### Cell placement, run 1

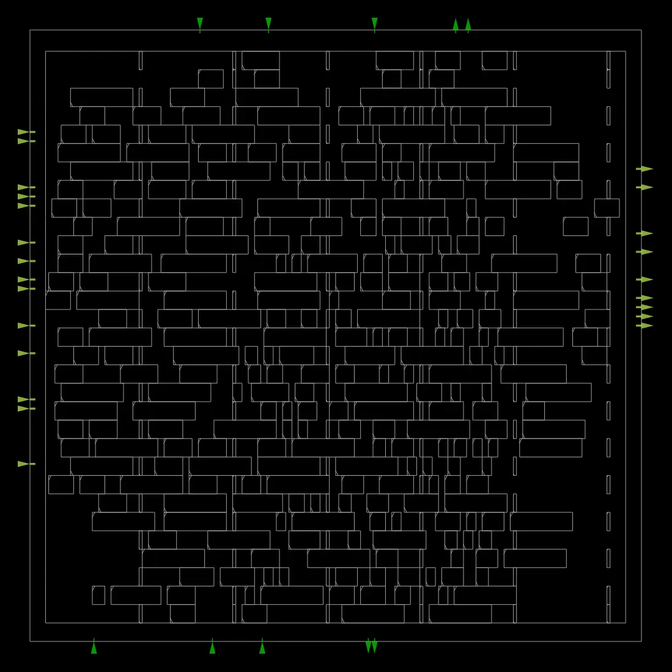
### Ports around the boundary, run 1

Scale: 4 px per um. Pins as bars across the die edge, other pins in gray.
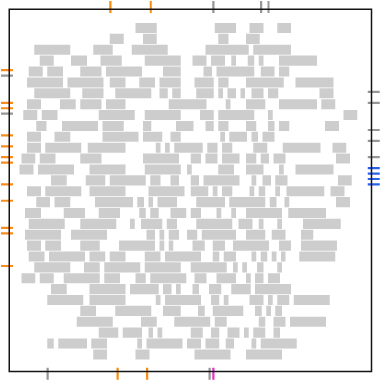
### Routed metal, one color a layer, run 1

Scale: 4 px per um. Only two layers are drawn.
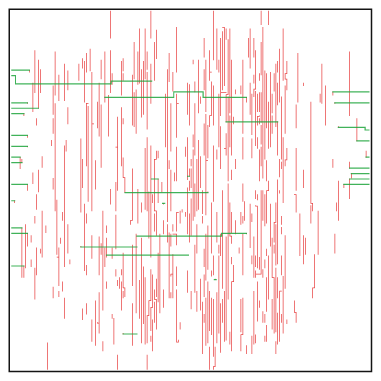
### Wires at chosen ports, followed through buffers, run 1

Scale: 3 px per um.
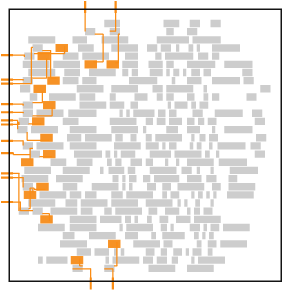
<file path="src/rtl/seg7_scan_mux.sv">
// Time-multiplexed 7-segment driver: double-buffered hex display, one active-low digit per slot.
// Optional macro SEG7_LEADING_ZERO_BLANK_EN darkens digits above the most significant nonzero nibble.
module seg7_scan_mux #(
  parameter int NUM_DIGITS  = 4,
  parameter int REFRESH_DIV = 50000
) (
  input  logic                    clk,
  input  logic                    rst_n,
  input  logic                    wr_en,
  input  logic [4*NUM_DIGITS-1:0] wr_data,
  input  logic                    blank,
  output logic                    wr_ack,
  output logic                    frame_done,
  output logic [6:0]              seg,
  output logic [NUM_DIGITS-1:0]   an
);

  localparam int CW = (REFRESH_DIV > 2) ? $clog2(REFRESH_DIV) : 1;
  localparam int IW = (NUM_DIGITS > 2) ? $clog2(NUM_DIGITS) : 1;

  logic [CW-1:0]           cnt_r;
  logic [IW-1:0]           idx_r;
  logic [4*NUM_DIGITS-1:0] disp_r;
  logic [4*NUM_DIGITS-1:0] pend_r;
  logic                    pend_flag_r;
  logic                    wr_ack_r;
  logic                    frame_done_r;
  logic [6:0]              seg_r;
  logic [NUM_DIGITS-1:0]   an_r;

  logic                    tick_s;
  logic                    wrap_s;
  logic [3:0]              nib_s;
  logic                    dark_s;
  logic [6:0]              seg_s;
  logic [NUM_DIGITS-1:0]   an_s;

  // Active-low glyph table, bit0 = a .. bit6 = g
  function automatic logic [6:0] seg_glyph(input logic [3:0] v);
    logic [6:0] g;
    case (v)
      4'h0: g = 7'b1000000;
      4'h1: g = 7'b1111001;
      4'h2: g = 7'b0100100;
      4'h3: g = 7'b0110000;
      4'h4: g = 7'b0011001;
      4'h5: g = 7'b0010010;
      4'h6: g = 7'b0000010;
      4'h7: g = 7'b1111000;
      4'h8: g = 7'b0000000;
      4'h9: g = 7'b0010000;
      4'hA: g = 7'b0001000;
      4'hB: g = 7'b0000011;
      4'hC: g = 7'b1000110;
      4'hD: g = 7'b0100001;
      4'hE: g = 7'b0000110;
      4'hF: g = 7'b0001110;
      default: g = 7'b1111111;
    endcase
    return g;
  endfunction

  assign tick_s = (cnt_r == CW'(REFRESH_DIV - 1));
  assign wrap_s = tick_s && (idx_r == IW'(NUM_DIGITS - 1));

  // Select the current nibble and decide whether this slot is dark
  always_comb begin
    nib_s  = 4'h0;
    dark_s = blank;
    for (int i = 0; i < NUM_DIGITS; i++) begin
      if (idx_r == IW'(i)) begin
        nib_s = disp_r[4*i +: 4];
      end else begin
        nib_s = nib_s;
      end
    end
`ifdef SEG7_LEADING_ZERO_BLANK_EN
    begin
      logic [IW-1:0] msd_v;
      msd_v = '0;
      for (int i = 1; i < NUM_DIGITS; i++) begin
        if (disp_r[4*i +: 4] != 4'h0) begin
          msd_v = IW'(i);
        end else begin
          msd_v = msd_v;
        end
      end
      // digit 0 is never above msd, so a zero value still shows one "0"
      if (idx_r > msd_v) begin
        dark_s = 1'b1;
      end else begin
        dark_s = blank;
      end
    end
`endif
  end

  // Next registered digit enable and segment pattern
  always_comb begin
    an_s  = '1;
    seg_s = 7'h7F;
    if (dark_s) begin
      an_s  = '1;
      seg_s = 7'h7F;
    end else begin
      for (int i = 0; i < NUM_DIGITS; i++) begin
        an_s[i] = (idx_r != IW'(i));
      end
      seg_s = seg_glyph(nib_s);
    end
  end

  // Scan counters, double buffer and registered outputs
  always_ff @(posedge clk or negedge rst_n) begin
    if (!rst_n) begin
      cnt_r        <= '0;
      idx_r        <= '0;
      disp_r       <= '0;
      pend_r       <= '0;
      pend_flag_r  <= 1'b0;
      wr_ack_r     <= 1'b0;
      frame_done_r <= 1'b0;
      seg_r        <= 7'h7F;
      an_r         <= '1;
    end else begin
      if (tick_s) begin
        cnt_r <= '0;
        idx_r <= wrap_s ? '0 : idx_r + IW'(1);
      end else begin
        cnt_r <= cnt_r + CW'(1);
        idx_r <= idx_r;
      end
      frame_done_r <= wrap_s;
      wr_ack_r     <= wrap_s && pend_flag_r;
      if (wrap_s && pend_flag_r) begin
        disp_r <= pend_r;
      end else begin
        disp_r <= disp_r;
      end
      // A write on the wrap tick stays pending; the older value loads first
      if (wr_en) begin
        pend_r      <= wr_data;
        pend_flag_r <= 1'b1;
      end else if (wrap_s) begin
        pend_flag_r <= 1'b0;
      end else begin
        pend_flag_r <= pend_flag_r;
      end
      an_r  <= an_s;
      seg_r <= seg_s;
    end
  end

  assign wr_ack     = wr_ack_r;
  assign frame_done = frame_done_r;
  assign seg        = seg_r;
  assign an         = an_r;

endmodule
</file>
<file path="config.mk">
export PLATFORM = sky130hd
export DESIGN_NAME = seg7_scan_mux
export DESIGN_NICKNAME = d
export VERILOG_FILES = /design/src/rtl/seg7_scan_mux.sv
export SDC_FILE = /design/constraint.sdc
export NUM_CORES = 1
export LEC_CHECK = 0
export ABC_CLOCK_PERIOD_IN_PS = 2300
export CELL_PAD_IN_SITES_DETAIL_PLACEMENT = 1
export CELL_PAD_IN_SITES_GLOBAL_PLACEMENT = 1
export CORE_MARGIN = 2
export CORE_UTILIZATION = 41
export DETAILED_ROUTE_END_ITERATION = 10
export GPL_ROUTABILITY_DRIVEN = 1
export PLACE_DENSITY = 0.86
export SLEW_MARGIN = 20
export SYNTH_ARGS = -nofsm -noshare
export SYNTH_HDL_FRONTEND = slang
export SYNTH_SLANG_ARGS = --single-unit
</file>
<file path="constraint.sdc">
create_clock -name clk -period 2.3 [get_ports clk]
set_clock_uncertainty 0.05 [all_clocks]
set_input_delay 0.575 -clock clk [delete_from_list [all_inputs] [get_ports clk]]
set_output_delay 0.575 -clock clk [all_outputs]
set_load 0.005 [all_outputs]
</file>
==> run notes, run 1 <==
yosys + openroad results -> status=finished, final reports clean, Final Hold Fails=0, Design Area, Final=between 3000 and 4000 um^2, Leakage Power=between 0.0015 and 0.002 uW, Cells after Synth=between 200 and 250, area fraction in compound gates=0.0666, tapcell count=99, number of enable flip-flop cells=0, router iterations before antenna repair=4, Int Power=around 1800 uW, post-CTS sizing=4, DRT iter0 DRCs=about 79, post-synthesis async set-or-reset flop share=1.00, most numerous logic cell after layout=dfrtp_1, Area Growth Syn to Fin=25.9%, drc violations=0, period utilization=0.958, antenna viol nets, final=0, sw frac=0.210, most numerous logic cells after layout=dfrtp_1, clkdlybuf4s50_1, nand2_1, mux2_2, post-CTS setup buffers=0, Logic area=1420 um^2, Data arrival, critical path=2400 ps, TritonCTS Buffers=9, Root Buffer=clkbuf_8, grt met2 use=0.291, maximum VDD drop=0.000348 V, unrepaired setup endpoints after global routing=true, xor/xnor share=0.0345, clock buffers=13, final setup vio count=0, # diodes=0, largest area contributor in the netlist=dfrtp_1, via count=1,967, layout cells sized above 1=0.340, Final nets=315, Avg WL per Cell=16.6 um
-- 'Cell placement' (at the start) --
num rows: 31
# fillers: 768
Final Util: 0.531
Core Footprint: 7210 um^2
Finished Layout Cells: 387

-- 'Ports around the boundary' (at the start) --
port	color	pins	direction	edge
wr_ack	magenta	1	output	bottom
an	blue	4	output	right
wr_data	orange	16	input	12 left, 2 top, 2 bottom
all pins by edge	14 left, 9 right, 5 top, 5 bottom

-- 'Routed metal, one color a layer' (at the start) --
layer	color	wire length
met3	green	272 um
met2	red	3,290 um

-- 'Wires at chosen ports, followed through buffers' (at the start) --
port	color	bits	direction	edge	end cells	buffers	wire
wr_data	orange	16	input	12 left, 2 top, 2 bottom	16	16	254 um

==> run 1: flip-flops by register name, indices dropped and copies added, names as in the netlist <==
register,cells
an,4
cnt_r,16
disp_r,16
frame_done,1
idx_r,2
pend_flag_r,1
pend_r,16
seg,7
wr_ack,1
==> run 1: worst paths after layout <==
check,from,slack [ps],end,cells past startpoint
worst min register to register,cnt_r[15],440,cnt_r[15],1
worst max register to register,idx_r[0],100,seg[3],10
min in group clk,cnt_r[15],440,cnt_r[15],1
worst min-delay path,rst_n,180,disp_r[4],2
max in group asynchronous,rst_n,1700,seg[5],2
worst max-delay path,idx_r[0],100,seg[3],10
==> run 1: routing by layer <==
metal / up-vias / share of wire
li1: 923 / -
met1: 995 / 0.43
met2: 37 / 0.51
met3: 12 / 0.042
met4: 0 / 0.018
met5: - / 0
==> run 1 -> run 2 <==
- PLACE_DENSITY: 0.86 -> not set
- PLACE_DENSITY_LB_ADDON: not set -> 0.05
- TNS_END_PERCENT: not set -> 1
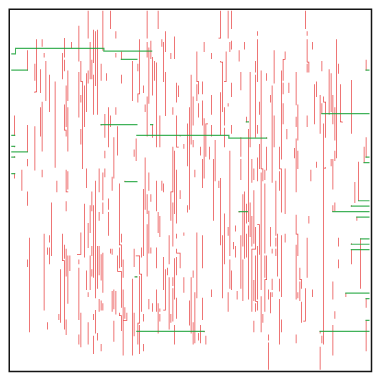
*Routed metal, one color a layer, run 2*
Scale: 4 px per um. Only two layers are drawn.
layer	color	wire length
met2	red	2,820 um
met3	green	179 um

==> run 2 against run 1 <==
  * Combinational power about the same
  * Critical path depth down 1
  * Synthesized cell count unchanged
  * Cell area down 1.3%
  * Global-route usage down 1.2 points
  * Largest cell class unchanged
  * Register-to-register slack worse by 40 ps
  * Sequential power about the same
  * Via count down 1.5%
  * Cell count down 0.26%
  * Sequential cell count unchanged
  * Utilization down 0.69 points
  * Worst setup slack worse by 38 ps
==> run notes, run 2 <==
yosys + openroad results -> status=finished, final reports clean, clock buffers=10 (-3), Worst path depth=9 (-1), FF-to-FF End=seg[3], crit path to=seg[3], Final Hold Fails=0 (unchanged), period utilization=0.975 (+0.0165), Final nets=313 (-0.63%), Final Util=0.524 (-0.00694), # fillers=763 (-0.65%), Leakage Power=0.00166 uW (-0.13%), post-CTS sizing=3 (-1), Logic area=1370 um^2 (-3.4%), most numerous logic cell after layout=dfrtp_1, Avg WL per Cell=15.3 um (-8.2%), post-synthesis async set-or-reset flop share=1.00 (unchanged), largest area contributor in the netlist=dfrtp_1, most numerous logic cells after layout=dfrtp_1, clkdlybuf4s50_1, nand2_1, mux2_2, nor2_1, registers with the most flip-flops=cnt_r: 16 flops, disp_r: 16 flops, pend_r: 16 flops, Design Area, Final=3780 um^2 (-1.3%), # diodes=0 (unchanged), layout cells sized above 1=0.324 (-0.0162), router iterations before antenna repair=4 (unchanged), Cells after Synth=235 (unchanged), R2R cell count=9 (-1), TritonCTS Buffers=9 (unchanged)
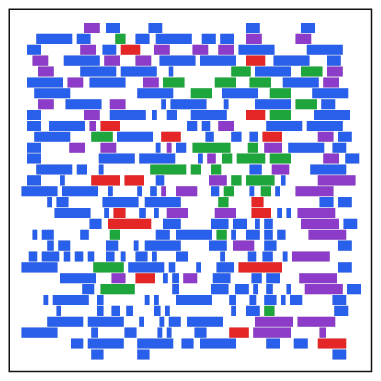
*Sizing map, run 2*
Scale: 4 px per um.
size	color	cells	share
drive 3 to 4	green	29	10%
drive 6 and up	red	16	5.6%
drive 1 or less	blue	194	68%
drive 2	purple	48	17%

-- run 2: cells by family (layout without fill, tap and decap cells) --
family | after synthesis | count (layout) | share of synthesized area
AND/OR/NAND/NOR | 73 | 73 | 0.147
flip-flops | 64 | 64 | 0.530
multiplexers | 36 | 36 | 0.144
AND-OR/OR-AND | 23 | 23 | 0.0666
buffers and inverters | 16 | 68 | 0.0325
XOR/XNOR | 12 | 12 | 0.0345
adder cells (fa/ha/maj) | 11 | 11 | 0.0452
-- run 2: per-layer routing --
metal  wire length (um)  up-vias  track usage  part of all wire
met5                  0        -            0                 0
met1               2780      977        0.214              0.47
met2               2820       31        0.241              0.48
li1                   -      918            -                 -
met3                179       11       0.0377             0.030
met4                108        0       0.0679             0.018
==> run 2 -> run 3 <==
- CTS_CLUSTER_SIZE: not set -> 25
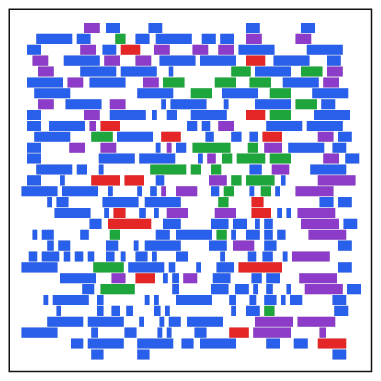
*Sizing map, run 3*
Scale: 4 px per um.
size	color	cells	share
drive 2	purple	48	17%
drive 3 to 4	green	29	10%
drive 6 and up	red	16	5.6%
drive 1 or less	blue	194	68%

==> run 3 against run 2 <==
  * Critical path depth stayed put
  * Fmax stayed put
  * Total power unchanged
  * Routed wire length is the same
  * Largest cell class unchanged
  * First-iteration DRC count unchanged
==> run notes, run 3 <==
yosys + openroad results -> status=finished, final reports clean, Top cells by area=dfrtp_1, dfstp_2, mux2_2, registers with the most flip-flops=cnt_r: 16 flops, disp_r: 16 flops, pend_r: 16 flops, largest area contributor in the netlist=dfrtp_1, TritonCTS Buffers=9 (unchanged), R2R cell count=9 (unchanged), crit path to=seg[3], Leakage Power=0.00166 uW (unchanged), Comb area share=0.362, Avg WL per Cell=15.3 um (unchanged), # fillers=763 (unchanged), # diodes=0 (unchanged), Highest Signal Layer=met4, detailed-routed wire length on met3=179 um (unchanged), most numerous logic cells after layout=dfrtp_1, clkdlybuf4s50_1, nand2_1, mux2_2, nor2_1, most numerous logic cell after layout=dfrtp_1, Area Growth Syn to Fin=24.2%, Worst path depth=9 (unchanged), layout cells sized above 1=0.324 (unchanged), Logic area=1370 um^2 (unchanged), met3 Usage GRT=0.0377 (unchanged), Final Hold Fails=0 (unchanged), post-synthesis async set-or-reset flop share=1.00 (unchanged), FF-to-FF End=seg[3], minimum clock period=around 2200 ps, Final nets=313 (unchanged), chip area in the Yosys report=3050 um^2, startpoint types=register, grt met2 use=0.241 (unchanged), period utilization=0.975 (unchanged), met2 WL=2820 um (unchanged), Design Area, Final=3780 um^2 (unchanged), final slew viol count=0, WL met1=2780 um (unchanged), relative slew slack=0.710, CP peak stage delay=between 400 and 500 ps, clock buffers=10 (unchanged), initial antenna violation count=0, routed vias/inst=around 5, Top Usage Layer GRT=met2, Cells after Synth=235 (unchanged), router iterations before antenna repair=4 (unchanged), met1 usage=0.214 (unchanged)
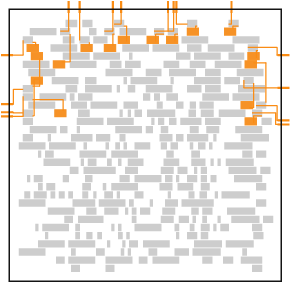
*Wires at chosen ports, followed through buffers, run 3*
Scale: 3 px per um.
port	color	bits	direction	edge	end cells	buffers	wire
wr_data	orange	16	input	8 top, 4 right, 4 left	16	16	267 um

run 3: report_power, final:
group | leakage (uW) | internal [uW] | switching, uW
logic | 0.000750 | 70.9 | 45.9
clock network | 0.000113 | 645 | 463
registers | 0.000800 | 1160 | 17.5
total | 0.00166 | 1880 | 526
run 3: cells by family (layout without fill, tap and decap cells):
family | count (synthesis) | in the layout | share of synthesized area
flip-flops | 64 | 64 | 0.530
adder cells (fa/ha/maj) | 11 | 11 | 0.0452
multiplexers | 36 | 36 | 0.144
AND-OR/OR-AND | 23 | 23 | 0.0666
AND/OR/NAND/NOR | 73 | 73 | 0.147
XOR/XNOR | 12 | 12 | 0.0345
buffers and inverters | 16 | 68 | 0.0325
run 3: repair_timing:
item                       in CTS  in global routing
pin swaps                       0                  5
setup endpoints to repair       1                  6
buffers inserted                0                  2
resized                         3                  8
Power and IR drop assume default switching activity.
